### config.mk
export PLATFORM = sky130hd
export DESIGN_NAME = iopin_sampler
export DESIGN_NICKNAME = d
export VERILOG_FILES = /design/src/rtl/iopin_sampler.sv
export SDC_FILE = /design/constraint.sdc
export NUM_CORES = 1
export LEC_CHECK = 0
export CORE_UTILIZATION = 56
export CTS_BUF_LIST = sky130_fd_sc_hd__clkbuf_4 sky130_fd_sc_hd__clkbuf_8
export CTS_CLUSTER_DIAMETER = 40
export DETAILED_ROUTE_END_ITERATION = 10
export GPL_ROUTABILITY_DRIVEN = 0
export PLACE_DENSITY = 0.87
export SETUP_SLACK_MARGIN = 0.05
export SLEW_MARGIN = 20
export SYNTH_ARGS = -nofsm -noshare
export SYNTH_HDL_FRONTEND = slang
export SYNTH_SLANG_ARGS = --single-unit
### constraint.sdc
create_clock -name clk -period 4.64 [get_ports clk]
set_input_delay 0.928 -clock clk [delete_from_list [all_inputs] [get_ports clk]]
set_output_delay 0.928 -clock clk [all_outputs]
set_load 0.01 [all_outputs]
### src/rtl/iopin_sampler.sv
// Pin read-back sampler: synchronizes the raw buffer level, glitch-filters it into dout
// with edge pulses, and flags contention between the driven value and the observed level.
module iopin_sampler #(
  parameter int SYNC_STAGES = 2,
  parameter int FILT_W      = 4,
  parameter int CONT_W      = 4
) (
  input  logic              clk,
  input  logic              rst,
  input  logic              bufdat_tristate_din,
  input  logic              oe,
  input  logic              od,
  input  logic              dir,
  input  logic              din,
  input  logic [FILT_W-1:0] filt_len,
  input  logic [CONT_W-1:0] cont_len,
  input  logic              clear,
  output logic              dout,
  output logic              valid,
  output logic              rise,
  output logic              fall,
  output logic              contention,
  output logic              contention_sticky
);

  logic [SYNC_STAGES-1:0] sync_q;
  logic [SYNC_STAGES:0]   warm_q;
  logic                   sync;
  logic                   live;
  logic                   primed;
  logic                   cand_q;
  logic [FILT_W-1:0]      filt_cnt_q, filt_cnt_d;
  logic                   stable, load;

  logic                   driving, expected, mismatch, blank;
  logic                   drv_q, exp_q;
  logic [CONT_W-1:0]      cont_cnt_q, cont_cnt_d;
  logic                   contention_d, sticky_d;

  assign sync   = sync_q[SYNC_STAGES-1];
  // warm_q marks when sync first carries a real pin sample (live) and one cycle later (primed),
  // so the reset contents of the synchronizer are never counted as stable samples.
  assign live   = warm_q[SYNC_STAGES-1];
  assign primed = warm_q[SYNC_STAGES];

  assign driving  = oe & dir & (~od | ~din);
  assign expected = od ? 1'b0 : din;
  assign mismatch = driving & valid & (dout != expected);
  assign blank    = (driving != drv_q) | (expected != exp_q);

  always_comb begin
    // NOTE: every combinational output gets a default first so no path can infer a latch.
    filt_cnt_d = '0;
    if (live && primed && (sync == cand_q))
      filt_cnt_d = (filt_cnt_q == '1) ? filt_cnt_q : filt_cnt_q + 1'b1;
    stable = live && (filt_cnt_d >= filt_len);
    load   = stable && (!valid || (sync != dout));

    cont_cnt_d = '0;
    if (mismatch && !blank)
      cont_cnt_d = (cont_cnt_q == '1) ? cont_cnt_q : cont_cnt_q + 1'b1;
    contention_d = mismatch && (cont_cnt_d >= cont_len);
    // Setting takes priority over a coincident clear.
    sticky_d     = contention_d || (contention_sticky && !clear);
  end

  // NOTE: sequential state uses non-blocking assignments so every flop samples pre-edge values.
  always_ff @(posedge clk or negedge rst) begin
    if (!rst) begin
      sync_q            <= '0;
      warm_q            <= '0;
      cand_q            <= 1'b0;
      filt_cnt_q        <= '0;
      dout              <= 1'b0;
      valid             <= 1'b0;
      rise              <= 1'b0;
      fall              <= 1'b0;
      drv_q             <= 1'b0;
      exp_q             <= 1'b0;
      cont_cnt_q        <= '0;
      contention        <= 1'b0;
      contention_sticky <= 1'b0;
    end else begin
      sync_q     <= {sync_q[SYNC_STAGES-2:0], bufdat_tristate_din};
      warm_q     <= {warm_q[SYNC_STAGES-1:0], 1'b1};
      cand_q     <= sync;
      filt_cnt_q <= filt_cnt_d;
      rise       <= load && valid && sync && !dout;
      fall       <= load && valid && !sync && dout;
      if (load) begin
        dout  <= sync;
        valid <= 1'b1;
      end
      drv_q             <= driving;
      exp_q             <= expected;
      cont_cnt_q        <= cont_cnt_d;
      contention        <= contention_d;
      contention_sticky <= sticky_d;
    end
  end

endmodule

==> impl_metrics.ini <==
; yosys + openroad results
[cts]
h-tree-depth = 1
cts.repair.resized = 0
clk_path_buf_depth = 2
ctsRootBufferMaster = sky130_fd_sc_hd__clkbuf_4

[power_and_ir_drop]
cellPowerDensity_mw_per_mm2 = 286
ir_worst_vdd_v = 0.000174
cellLeakagePower_nw = 0.628

[finish]
nNetsFinal = 148
stdcell_count = 146
drive_above_1_share_pct = 4.96
insertedDiodeCount = 0

[drt]
detailedRoute.firstIterationViolations = 10
detailedRoute.firstPassIterationCount = 4

[timing]
finalMaxSlewViolations = 0
timing.final.hold_violations = 0
timing.fmax_mhz = 296
post-route-min-period_ps = 3370
relSlewSlack_pct = 36.4
final.period_utilization_pct = 72.7
final-setup-viol-count = 0

[logic_synthesis]
synth_chip_area_mm2 = 0.00108
yosysCellCount = 96
syn-cell-area_mm2 = 0.00108
synth_top_flop_cell = sky130_fd_sc_hd__dfrtp_1
synth_cell_types = 29

[global_route]
first_global_vias = 823
grt_first_pass_wirelength_um = 3520

[setup_path]
cp-startpoint = din
timing.critical_path.depth = 8
crit_path_end_kind = register
reg2reg_to = contention_sticky
startpoint_class = input pin
crit_family = simple AND/OR/NAND/NOR gates

[status]
outcome = completed

[floorplanning]
design.core.area_mm2 = 0.00176
die-height_um = 46.0

[run]
cap_viol_max_count = 0
## through the flow
stage	power, mW	util [%]	worst slack [ps]	area [um^2]
floorplan	0.226	-	1680	1080
global placement	0.250	75.1	1040	1330
detailed placement	0.252	75.1	903	1330
CTS	0.398	78.1	1230	1380
global route	0.410	78.1	1060	1380
finish	0.395	78.1	1270	1380
## routing by layer
metal  vias to the layer above  track usage, %  routed length [um]
met5                         -               0                   0
met4                         0            12.4                  70
met3                        11            3.97                  65
met2                        25            40.8                1120
met1                       391            29.8                 933
li1                        393               -                   -
## logic make-up after synthesis
| group | count (synthesis) | synth area share, % |
|---|---|---|
| other cells | 1 | 0.346 |
| mux | 3 | 2.77 |
| compound gates | 13 | 10.2 |
| simple gates | 34 | 18.0 |
| flops | 22 | 50.8 |
| xor+xnor | 4 | 3.23 |
| fa+ha+maj | 10 | 11.5 |
| buf+inv | 9 | 3.12 |
## cell usage after synthesis, drive strengths merged, types with 2 or more instances
cell type and instances:
nand2 5, mux2i 3, xnor2 2, nor3b 3, nand3 5, nor3 3
nor2b 2, nor4 5, a21oi 2, o211ai 3, o21a 2, nor2 4
nand2b 3, dfrtp 22, xor2 2, ha 10, inv 9
## worst register-to-register path, delay by kind of cell, from the launching register on
family / cells / cell delay [ps]
fa+ha+maj: 1 / 280
flops: 1 / 490
simple gates: 3 / 940
compound gates: 3 / 920
## worst min-delay path by stage
stage,endpoint
final,warm_q[1]
after global routing,sync_q[1]
after CTS,warm_q[1]
after detailed placement,warm_q[1]
after global placement,warm_q[1]
after floorplan,sync_q[1]
## power groups by stage
stage               clock, mW  sequential (mW)  combinational [mW]
floorplan                   0            0.207              0.0185
global placement            0            0.207              0.0429
detailed placement          0            0.207              0.0450
CTS                     0.148            0.204              0.0458
global route            0.156            0.205              0.0501
finish                  0.145            0.204              0.0454
## state kept, by name, indices dropped and copies added, names as in the netlist
| name | cells |
|---|---|
| cont_cnt_q | 4 |
| exp_q | 1 |
| filt_cnt_q | 4 |
| fall | 1 |
| contention | 1 |
| valid | 1 |
| rise | 1 |
| drv_q | 1 |
| sync_q | 2 |
| warm_q | 3 |
| contention_sticky | 1 |
| dout | 1 |
| cand_q | 1 |
## area by class of cell
class,count,area [um^2]
inverter,9,33.8
fill,127,387
multi-input combinational,65,499
tap,25,31.3
clock inverter,1,30.0
timing repair buffer,21,210
sequential,22,551
clock buffer,3,22.5
Signal wires on met1:
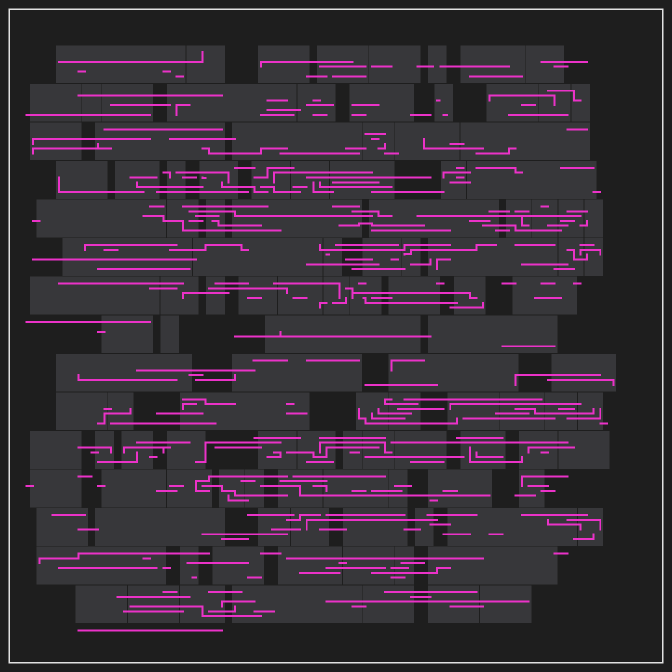
share of all routed wire	43%
nets with wire on the layer	133

The metal 2 layer:
The bar under the picture is 10 um long.
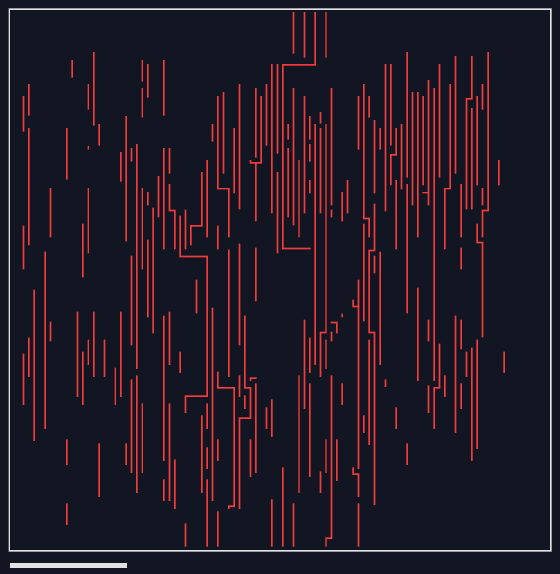
nets with wire on the layer	132
main direction	vertical
wire length on this layer	1,120 um
longest straight run	24.8 um
share of all routed wire	51%
vias after detailed routing: 820
Final Routed Wirelength: 2190 um
met2 global-route usage: 40.8%

Met3 routing:
The bar under the picture is 10 um long.
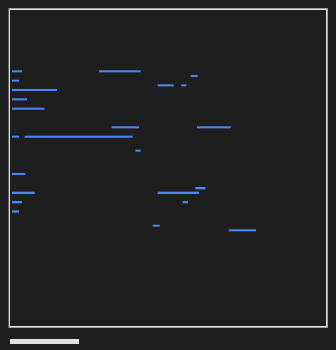
longest straight run	15.4 um
wire length on this layer	65.5 um
share of all routed wire	3.0%

Signal metal coverage by tile:
The bar under the picture is 10 um long. 9 x 9 tiles, from dark purple (low) to yellow (high), scaled to the fullest tile. Values are wire area over tile area, all layers added.
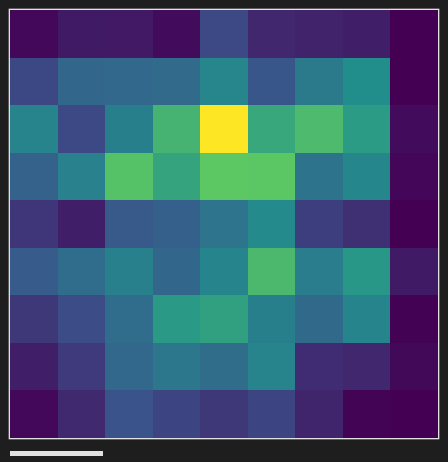
fullest tile	0.54
mean over tiles	0.16
nearly empty tiles	8.6%
emptiest ninth of the die	south-east
tiles over half the peak	16%
densest ninth of the die	center
average detailed-routed wire length per instance: 15.0 um
Overall Global Routing Usage: 24.3%

Clock routing:
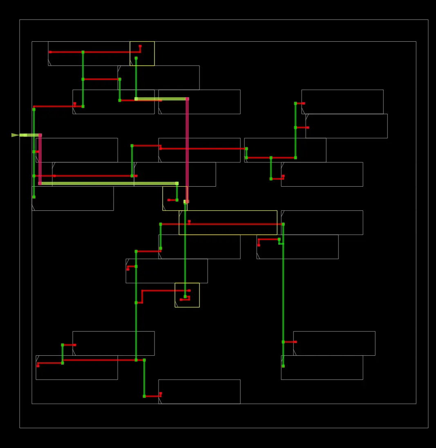
number of clock sinks: 22
setup skew after layout: 3.72 ps
total of clock buffers placed in the layout: 3

Power and IR drop assume default switching activity.
